Fig. 1: cells by drive strength
(2 px per um)
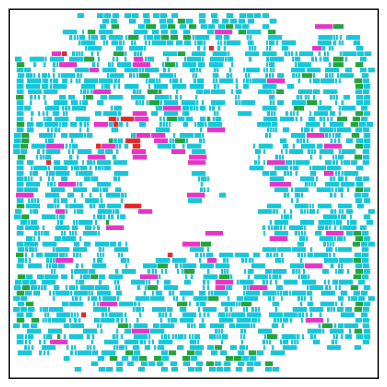
Fig. 2: routing congestion
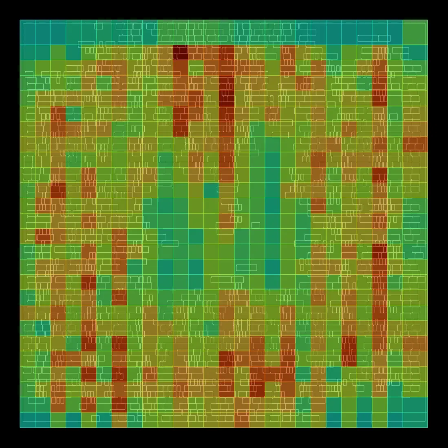
Fig. 3: gate-type map
(2 px per um)
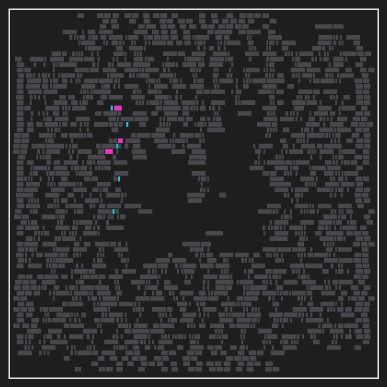
--- src/rtl/mem_wb_skid.sv ---
// MEM/WB pipeline stage: holds up to two instructions (head + skid) between data memory and register-file write.
// Latency: an item accepted at edge N is on the *_out ports during cycle N+1 when it loads straight into head.
// Backpressure: in_ready is registered and drops only while both entries are held, so no accepted item is ever lost.
module mem_wb_skid #(
  parameter int XLEN = 64,
  parameter int REGW = 5
) (
  input  logic            clk,
  input  logic            rst,
  input  logic            in_valid,
  output logic            in_ready,
  input  logic            flush,
  input  logic            memtoreg_in,
  input  logic            regwrite_in,
  input  logic [REGW-1:0] dst_in,
  input  logic [XLEN-1:0] dmemrd_in,
  input  logic [XLEN-1:0] aluresult_in,
  output logic            out_valid,
  input  logic            out_ready,
  output logic            memtoreg_out,
  output logic            regwrite_out,
  output logic [REGW-1:0] dst_out,
  output logic [XLEN-1:0] dmemrd_out,
  output logic [XLEN-1:0] aluresult_out,
  output logic [XLEN-1:0] wb_data,
  output logic            wb_we,
  output logic [1:0]      occupancy
);

  typedef struct packed {
    logic            memtoreg;
    logic            regwrite;
    logic [REGW-1:0] dst;
    logic [XLEN-1:0] dmemrd;
    logic [XLEN-1:0] aluresult;
  } ent_t;

  typedef enum logic [1:0] {
    S_EMPTY = 2'd0,
    S_ONE   = 2'd1,
    S_FULL  = 2'd2
  } state_t;

  state_t state, state_nxt;
  ent_t   head, skid, in_ent;
  logic   in_ready_q;
  logic   acc, deq;
  logic   ld_head_in, ld_head_skid, ld_skid;

  assign in_ent = '{memtoreg:  memtoreg_in,
                    regwrite:  regwrite_in,
                    dst:       dst_in,
                    dmemrd:    dmemrd_in,
                    aluresult: aluresult_in};

  assign in_ready  = in_ready_q;
  assign out_valid = (state != S_EMPTY);
  assign acc       = in_valid & in_ready_q;
  assign deq       = out_valid & out_ready;

  // Next-state and load selects; flush overrides any accept/dequeue in the same cycle.
  always_comb begin
    state_nxt    = state;
    ld_head_in   = 1'b0;
    ld_head_skid = 1'b0;
    ld_skid      = 1'b0;
    if (flush) begin
      state_nxt = S_EMPTY;
    end else begin
      unique case (state)
        S_EMPTY: begin
          if (acc) begin
            state_nxt  = S_ONE;
            ld_head_in = 1'b1;
          end
        end
        S_ONE: begin
          if (acc && !deq) begin
            state_nxt = S_FULL;
            ld_skid   = 1'b1;
          end else if (acc && deq) begin
            ld_head_in = 1'b1;
          end else if (deq) begin
            state_nxt = S_EMPTY;
          end
        end
        S_FULL: begin
          // in_ready is low here, so only a dequeue can happen.
          if (deq) begin
            state_nxt    = S_ONE;
            ld_head_skid = 1'b1;
          end
        end
        default: state_nxt = S_EMPTY;
      endcase
    end
  end

  // State, registered ready, head and skid storage; flush clears only the control bits of head.
  always_ff @(posedge clk) begin
    if (rst) begin
      state      <= S_EMPTY;
      in_ready_q <= 1'b1;
      head       <= '0;
      skid       <= '0;
    end else begin
      state      <= state_nxt;
      in_ready_q <= (state_nxt != S_FULL);
      if (flush) begin
        head.memtoreg <= 1'b0;
        head.regwrite <= 1'b0;
      end else if (ld_head_in) begin
        head <= in_ent;
      end else if (ld_head_skid) begin
        head <= skid;
      end
      if (ld_skid) begin
        skid <= in_ent;
      end
    end
  end

  assign memtoreg_out  = head.memtoreg;
  assign regwrite_out  = head.regwrite;
  assign dst_out       = head.dst;
  assign dmemrd_out    = head.dmemrd;
  assign aluresult_out = head.aluresult;

  assign wb_data   = head.memtoreg ? head.dmemrd : head.aluresult;
  // Register x0 is hardwired to zero, so it never receives a write enable.
  assign wb_we     = deq & head.regwrite & (head.dst != '0);
  assign occupancy = (state == S_FULL) ? 2'd2 : (state == S_ONE) ? 2'd1 : 2'd0;

endmodule

--- config.mk ---
export PLATFORM = sky130hd
export DESIGN_NAME = mem_wb_skid
export DESIGN_NICKNAME = d
export VERILOG_FILES = /design/src/rtl/mem_wb_skid.sv
export SDC_FILE = /design/constraint.sdc
export NUM_CORES = 1
export LEC_CHECK = 0
export CORE_UTILIZATION = 35
export DETAILED_ROUTE_END_ITERATION = 8
export SLEW_MARGIN = 40
export SYNTH_ARGS = -nofsm -noshare
export SYNTH_HDL_FRONTEND = slang
export SYNTH_SLANG_ARGS = --single-unit
--- constraint.sdc ---
create_clock -name clk -period 3 [get_ports clk]
set_input_delay 0.3 -clock clk [delete_from_list [all_inputs] [get_ports clk]]
set_output_delay 0.3 -clock clk [all_outputs]
set_load 0.05 [all_outputs]
==> summary.txt <==
yosys + openroad results -> number of primary I/O pins between 300 and 400, dominant kind of cell registers, clock-pin slew on the worst setup and hold paths 0.06 ns, Area after DPL between 15,000 and 20,000 sq um, count of inverters other than clock inverters in the layout 5, total number of yosys warnings 0, slack of the worst reg-to-reg path around 0.9 ns, combinational share of power around a fifth, post-placement worst setup slack about 0.46 ns, floorplan net count ~1,600, die extent in x approximately 180 um, Starting DRT DRC Count 723, endpoints failing hold 0, OpenROAD warning count 32, hold path depth 2, area taken by flip-flops and latches 5469 sq um, met1 track demand over resource a little over a quarter, clock tree from TritonCTS done, Post-Synth Adder-Cell Area 0%, cell area after synthesis 11,550 sq um, DRT antenna net count 0, min Tclk post-route between 2 and 3 ns, post-synth top area cell sky130_fd_sc_hd__dfxtp_1, Yosys Instances between 1,000 and 1,500, FFs & Latches 273, FFs w/ async S/R, synth 0%, Dominant comb cell simple AND/OR/NAND/NOR gates, proportion of cell area occupied by registers about 34%, logic depth of the worst path, buffers included 3, Max-Cap Viols 0, vias in the first global route slightly above 10,000, footprint of the multi-input gates 5449 sq um, worst setup margin 0.2102 ns, maximum fanout along the worst path 3, Clock Tree Root sky130_fd_sc_hd__clkbuf_16, required time of the critical path 2.70 ns, result of the run complete, no violations, met2 WL 16.67 mm, Core Region roughly 33,000 sq um, Highest Clock Rate approximately 0.36 GHz, fraction of final layout cells sized beyond drive strength 1 under 10%, H-tree lvl count 1, Leak between 5 and 6 nW, Clock Path Buffers 3, Remaining DRCs 0, fraction of the core area covered by cells at the end of the flow between 40% and 50%, most crowded layer after global routing met2
-- Fig. 1 (at the start) --
magenta -> x6 and larger  # cells 52, share 3.0%, most used clkbuf_16
green -> x2  # cells 97, share 5.7%, most used mux2_2
red -> x3 and x4  # cells 12, share 0.70%, most used buf_4
cyan -> x1 and smaller  # cells 1,555, share 91%, most used nand2_1
buffers outside the clock class: 359
final std cell area, no fill: 16,180 sq um
area growth from synthesis to layout: 40.02%

-- Fig. 2 (at the start) --
grt met2 use: 33.18%
overall global routing resource usage: 20.58%
mean routed wirelength per cell: 16.83 um

-- Fig. 3 (at the start) --
cyan -> inv cells  # cells 5, most used inv_1
magenta -> non-inverting ao/oa cells  # cells 3

Power and IR drop assume default switching activity.
